`src/rtl/spi_frame_receiver.sv`:
```
// SPI mode-0 slave that gathers FRAME_WORDS words per chip-enable window and commits
// the frame to frame_data on ce release. A status/echo word stream is returned on sdo.
module spi_frame_receiver #(
    parameter int unsigned WORD_BITS   = 8,
    parameter int unsigned FRAME_WORDS = 4,
    parameter int unsigned SYNC_STAGES = 2,
    parameter bit          MSB_FIRST   = 1'b1
) (
    input  logic                             HSOSC_clk,
    input  logic                             reset,
    input  logic                             sck,
    input  logic                             sdi,
    output logic                             sdo,
    input  logic                             ce,
    output logic [WORD_BITS*FRAME_WORDS-1:0] frame_data,
    output logic                             frame_valid,
    input  logic                             frame_ack,
    output logic                             frame_error,
    output logic                             overrun
);

    localparam int unsigned BCW     = $clog2(WORD_BITS);
    localparam int unsigned WCW     = $clog2(FRAME_WORDS + 1);
    localparam int unsigned FW_BITS = WORD_BITS * FRAME_WORDS;

    typedef enum logic [1:0] {StWaitIdle, StIdle, StRecv, StEval} state_t;

    logic [SYNC_STAGES-1:0] r_sck_sync, r_sdi_sync, r_ce_sync;
    logic                   r_sck_d, r_ce_d;

    state_t                 r_state;
    logic [BCW-1:0]         r_bit_cnt;
    logic [WCW-1:0]         r_word_cnt;
    logic                   r_extra;
    logic [WORD_BITS-1:0]   r_shift;
    logic [WORD_BITS-1:0]   r_last_word;
    logic [FW_BITS-1:0]     r_buf;
    logic [WORD_BITS-1:0]   r_tx;
    logic [BCW-1:0]         r_tx_cnt;
    logic                   r_status_phase;
    logic                   r_sdo;
    logic [FW_BITS-1:0]     r_frame_data;
    logic                   r_frame_valid;
    logic                   r_frame_error;
    logic                   r_overrun;
    logic                   r_sticky_error;

    logic                   w_sck, w_sdi, w_ce;
    logic                   w_sck_rise, w_sck_fall, w_ce_rise, w_ce_fall;
    logic [WORD_BITS-1:0]   w_word_next;
    logic [WORD_BITS-1:0]   w_tx_shift;
    logic [WORD_BITS-1:0]   w_status;
    logic                   w_tx_out;
    logic                   w_word_done;
    logic                   w_frame_full;
    logic                   w_complete;

    // ce chain resets high so a transaction already running at reset release
    // keeps the FSM parked in StWaitIdle until the pin really goes low.
    always_ff @(posedge HSOSC_clk or posedge reset) begin
        if (reset) begin
            r_sck_sync <= '0;
            r_sdi_sync <= '0;
            r_ce_sync  <= '1;
            r_sck_d    <= 1'b0;
            r_ce_d     <= 1'b1;
        end else begin
            r_sck_sync <= {r_sck_sync[SYNC_STAGES-2:0], sck};
            r_sdi_sync <= {r_sdi_sync[SYNC_STAGES-2:0], sdi};
            r_ce_sync  <= {r_ce_sync[SYNC_STAGES-2:0], ce};
            r_sck_d    <= r_sck_sync[SYNC_STAGES-1];
            r_ce_d     <= r_ce_sync[SYNC_STAGES-1];
        end
    end

    assign w_sck      = r_sck_sync[SYNC_STAGES-1];
    assign w_sdi      = r_sdi_sync[SYNC_STAGES-1];
    assign w_ce       = r_ce_sync[SYNC_STAGES-1];
    assign w_sck_rise = w_sck & ~r_sck_d;
    assign w_sck_fall = ~w_sck & r_sck_d;
    assign w_ce_rise  = w_ce & ~r_ce_d;
    assign w_ce_fall  = ~w_ce & r_ce_d;

    assign w_word_next  = MSB_FIRST ? {r_shift[WORD_BITS-2:0], w_sdi}
                                    : {w_sdi, r_shift[WORD_BITS-1:1]};
    assign w_tx_out     = MSB_FIRST ? r_tx[WORD_BITS-1] : r_tx[0];
    assign w_tx_shift   = MSB_FIRST ? {r_tx[WORD_BITS-2:0], 1'b0}
                                    : {1'b0, r_tx[WORD_BITS-1:1]};
    assign w_word_done  = (r_bit_cnt == BCW'(WORD_BITS - 1));
    assign w_frame_full = (r_word_cnt == WCW'(FRAME_WORDS));
    assign w_complete   = w_frame_full && (r_bit_cnt == '0) && !r_extra;

    always_comb begin
        w_status              = '0;
        w_status[WORD_BITS-1] = r_frame_valid;
        w_status[WORD_BITS-2] = r_overrun;
        w_status[WORD_BITS-3] = r_sticky_error;
    end

    always_ff @(posedge HSOSC_clk or posedge reset) begin
        if (reset) begin
            r_state        <= StWaitIdle;
            r_bit_cnt      <= '0;
            r_word_cnt     <= '0;
            r_extra        <= 1'b0;
            r_shift        <= '0;
            r_last_word    <= '0;
            r_buf          <= '0;
            r_tx           <= '0;
            r_tx_cnt       <= '0;
            r_status_phase <= 1'b0;
            r_sdo          <= 1'b0;
            r_frame_data   <= '0;
            r_frame_valid  <= 1'b0;
            r_frame_error  <= 1'b0;
            r_overrun      <= 1'b0;
            r_sticky_error <= 1'b0;
        end else begin
            r_frame_error <= 1'b0;
            r_sdo         <= (r_state == StRecv) ? w_tx_out : 1'b0;
            if (r_frame_valid && frame_ack) begin
                r_frame_valid <= 1'b0;
            end

            case (r_state)
                StWaitIdle: begin
                    if (!w_ce) begin
                        r_state <= StIdle;
                    end
                end
                StIdle: begin
                    if (w_ce_rise) begin
                        r_bit_cnt      <= '0;
                        r_word_cnt     <= '0;
                        r_extra        <= 1'b0;
                        r_tx           <= w_status;
                        r_tx_cnt       <= '0;
                        r_status_phase <= 1'b1;
                        r_state        <= StRecv;
                    end
                end
                StRecv: begin
                    if (w_ce_fall) begin
                        r_state <= StEval;
                    end else begin
                        // Words past the frame still feed the echo path but never the buffer.
                        if (w_sck_rise) begin
                            r_shift <= w_word_next;
                            if (w_frame_full) begin
                                r_extra <= 1'b1;
                            end
                            if (w_word_done) begin
                                r_bit_cnt   <= '0;
                                r_last_word <= w_word_next;
                                if (!w_frame_full) begin
                                    for (int unsigned i = 0; i < FRAME_WORDS; i++) begin
                                        if (r_word_cnt == WCW'(i)) begin
                                            r_buf[i*WORD_BITS +: WORD_BITS] <= w_word_next;
                                        end
                                    end
                                    r_word_cnt <= r_word_cnt + 1'b1;
                                end
                            end else begin
                                r_bit_cnt <= r_bit_cnt + 1'b1;
                            end
                        end
                        if (w_sck_fall) begin
                            if (r_tx_cnt == BCW'(WORD_BITS - 1)) begin
                                r_tx           <= r_last_word;
                                r_tx_cnt       <= '0;
                                r_status_phase <= 1'b0;
                                if (r_status_phase) begin
                                    r_overrun      <= 1'b0;
                                    r_sticky_error <= 1'b0;
                                end
                            end else begin
                                r_tx     <= w_tx_shift;
                                r_tx_cnt <= r_tx_cnt + 1'b1;
                            end
                        end
                    end
                end
                StEval: begin
                    if (w_complete) begin
                        if (!r_frame_valid || frame_ack) begin
                            r_frame_data  <= r_buf;
                            r_frame_valid <= 1'b1;
                        end else begin
                            r_overrun <= 1'b1;
                        end
                    end else begin
                        r_frame_error  <= 1'b1;
                        r_sticky_error <= 1'b1;
                    end
                    r_state <= StIdle;
                end
                default: r_state <= StWaitIdle;
            endcase
        end
    end

    assign sdo         = r_sdo;
    assign frame_data  = r_frame_data;
    assign frame_valid = r_frame_valid;
    assign frame_error = r_frame_error;
    assign overrun     = r_overrun;

endmodule

```
`config.mk`:
```
export PLATFORM = sky130hd
export DESIGN_NAME = spi_frame_receiver
export DESIGN_NICKNAME = d
export VERILOG_FILES = /design/src/rtl/spi_frame_receiver.sv
export SDC_FILE = /design/constraint.sdc
export NUM_CORES = 1
export LEC_CHECK = 0
export ABC_AREA = 1
export ABC_CLOCK_PERIOD_IN_PS = 9900
export CORE_ASPECT_RATIO = 1.25
export CORE_UTILIZATION = 42
export DETAILED_ROUTE_END_ITERATION = 16
export HOLD_SLACK_MARGIN = 0.03
export SLEW_MARGIN = 20
export SYNTH_ARGS = -nofsm -noshare
export SYNTH_HDL_FRONTEND = slang
export SYNTH_SLANG_ARGS = --single-unit
```
`constraint.sdc`:
```
create_clock -name HSOSC_clk -period 9.9 [get_ports HSOSC_clk]
set_input_delay 1.98 -clock HSOSC_clk [delete_from_list [all_inputs] [get_ports HSOSC_clk]]
set_output_delay 1.98 -clock HSOSC_clk [all_outputs]
set_load 0.02 [all_outputs]
```
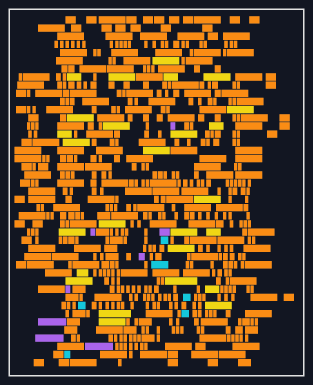
(cells by drive strength)
(3 px per µm)
colour	size	cells
orange	x1 and smaller	556
yellow	x6 and larger	26
cyan	x3 and x4	6
purple	x2	8
Syn-to-layout area delta: 23.0%
nonclk buf count: 46

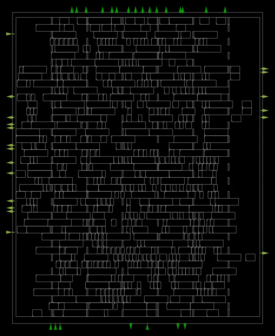
(placement view)
fill cell count: 1032
core footprint: 11100 µm²
sequential cell area share: 47.9%

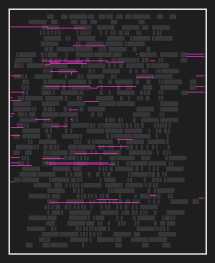
(the metal 3 layer)
(2 px per µm) Cells faint in the background.
nets with wire on the layer	31
share of all routed wire	4.7%
wire length on this layer	491 µm
main direction	horizontal

==> impl_metrics.toml <==
# physical design summary
[worst_setup_path]
startpoint = "frame_ack"
endpoint_kind = "register"
reg2reg_to = "r_tx[1]"
cp_data_arrival_time_ns = 3.80
cp_common_cell = "nand2_1"
cp_max_fo = 35
critPathMaxStageDelay_ns = 0.59
r2r_start = "r_state[0]"
critPathCapture = "frame_data[23]"
cp.depth = 7
required_ns = 10.18
regToRegSetupSlack_ns = 7.28
rr_worst_depth = 8
startpoint_type = "primary input"
crit_type = "primary input to register"
cp_top_family = "simple AND/OR/NAND/NOR gates"
worst-path-buf-inv = 3
worst_path_max_delay_cell = "nand3_2"

[route]
drcViolationCount = 0
drtIter0Drc = 260
num_vias = 3660
ant_nets = 0
first_pass_iters = 4
wl_per_cell_um = 14.2
viasPerCell = 5.01
wl_mm = 10.4

[floorplan]
io-pin-count = 42
die_w_um = 97.7
chipHeight_um = 122
chip_area_um2 = 11900
fp-utilization_pct = 43.2
row_count = 43

[global_route]
grt_first_pass_wirelength_mm = 18.4
antenna_found_initial = 0
grt_pass1_vias = 3770
grt_usage_pct = 20.0
grt_max_degree = 89

[placement]
placed_cells = 701
dpl_cell_area_um2 = 5320
dp_hpwl_mm = 6.56
gp_congestion = 0.824
pre_cts_ws_ns = 5.95
port_buffers = 41

[power]
power_density_nw_per_um2 = 237
leakagePower_uw = 0.00300
design_power_total_uw = 1400

[clock_tree]
cts_tree = "done"
clk_path_buf_depth = 2
post-cts-setup-buffers = 0
cts_hold_buf = 0
root_buffer = "clkbuf_16"
numCtsBuffers = 17
clock_sinks = 113
clk_pin_slew_worst_paths_ns = 0.05
htreeDepth = 4
post_cts_resize_count = 0
clk_latency_ns = 0.40

[cells_and_area]
layout-drive-gt1-share_pct = 6.71
fin_cells = 731
fin_nets = 606
antennaDiodeCount = 0
final_util_pct = 53.1
final_area_um2 = 5910
seqCellArea_um2 = 2830
mi_logic_area_um2 = 1750

[synthesis]
ys_seq_share_pct = 58.9
aoi_share_pct = 5.52
syn_area_per_cell_um2 = 8.82
synthDistinctLibCells = 18
numSynthFlops = 113
floorplan.nets = 566
synthCells = 545
yosysWarningCount = 0
simple_gate_share_pct = 26.9
yosysChipArea_um2 = 4810
logic_family = "simple AND/OR/NAND/NOR gates"
ys_sh_adder_pct = 3.90
syn_area_um2 = 4810
ys_cells = 545
xor_share_pct = 0
mux_share_pct = 0

[final_timing]
hold_viol = 0
fin_ws_ns = 6.38
setup_violations = 0
worstMarginPinSlew_ns = 0.782
slew_headroom_pct = 47.9
fin_hold_ws_ns = 0.354
fin_crit_sh_pct = 35.6
fmax_mhz = 284
setup_tns_ns = 0
final_max_slew_viol_count = 0
period_needed_ns = 3.52
finClkSkew_ns = 0.00606

[run]
warning_count = 34
maxCapViolCount = 0

[worst_hold_path]
hold_path.class = "register to register"
hold_depth = 0
hold_end = "r_sdi_sync[1]"
min_from = "r_sdi_sync[0]"

[run_status]
status = "completed"
## metal layers
layer | vias up | track usage [%] | part of all wire (%)
li1 | 1836 | - | -
met1 | 1746 | 26.1 | 46
met2 | 71 | 32.0 | 48
met3 | 7 | 5.16 | 4.7
met4 | 0 | 7.67 | 0.72
met5 | - | 0 | 0
## synth_stat cells
| cell | count | area share, % |
|---|---|---|
| nor3_1 | 1 | 0.10 |
| ha_1 | 15 | 3.9 |
| nand2_1 | 226 | 18 |
| dfstp_2 | 3 | 1.6 |
| o21ai_0 | 51 | 5.3 |
| nand3_1 | 19 | 2.0 |
| buf_1 | 2 | 0.16 |
| nand3_2 | 1 | 0.21 |
| dfrtp_1 | 110 | 57 |
| clkbuf_1 | 12 | 0.94 |
| a21oi_1 | 2 | 0.21 |
| nand3b_1 | 4 | 0.62 |
| nor3_4 | 1 | 0.34 |
| nand2_2 | 1 | 0.13 |
| buf_2 | 11 | 1.1 |
| nand4_1 | 33 | 4.3 |
| inv_1 | 33 | 2.6 |
| nor2_1 | 20 | 1.6 |
## where the power goes
group / switching [µW] / internal (µW) / leakage, µW / total [µW]
Combinational: 203 / 77.4 / 0.00116 / 280
Sequential: 24.8 / 498 / 0.00154 / 523
Clock: 194 / 406 / 0.000295 / 601
Total: 422 / 982 / 0.00300 / 1400
## final cells by class
class                      count  area share, %
clock buffer                  25           8.72
clock inverter                 5           1.27
inverter                      33           2.14
tap                          135           2.86
multi-input combinational    374           29.5
timing repair buffer          46           7.64
sequential                   113           47.9
## cell usage in the layout, fill, tap and decap left out, drive strengths merged
cell type,instances
nand2,227
dfrtp,110
o21ai,51
clkdlybuf4s50,41
nand4,33
inv,33
clkbuf,25
nor2,20
nand3,20
ha,15
buf,5
nand3b,4
clkinv,3
dfstp,3
a21oi,2
bufinv,2
nor3,2
Power is estimated from default activity; no workload was simulated.
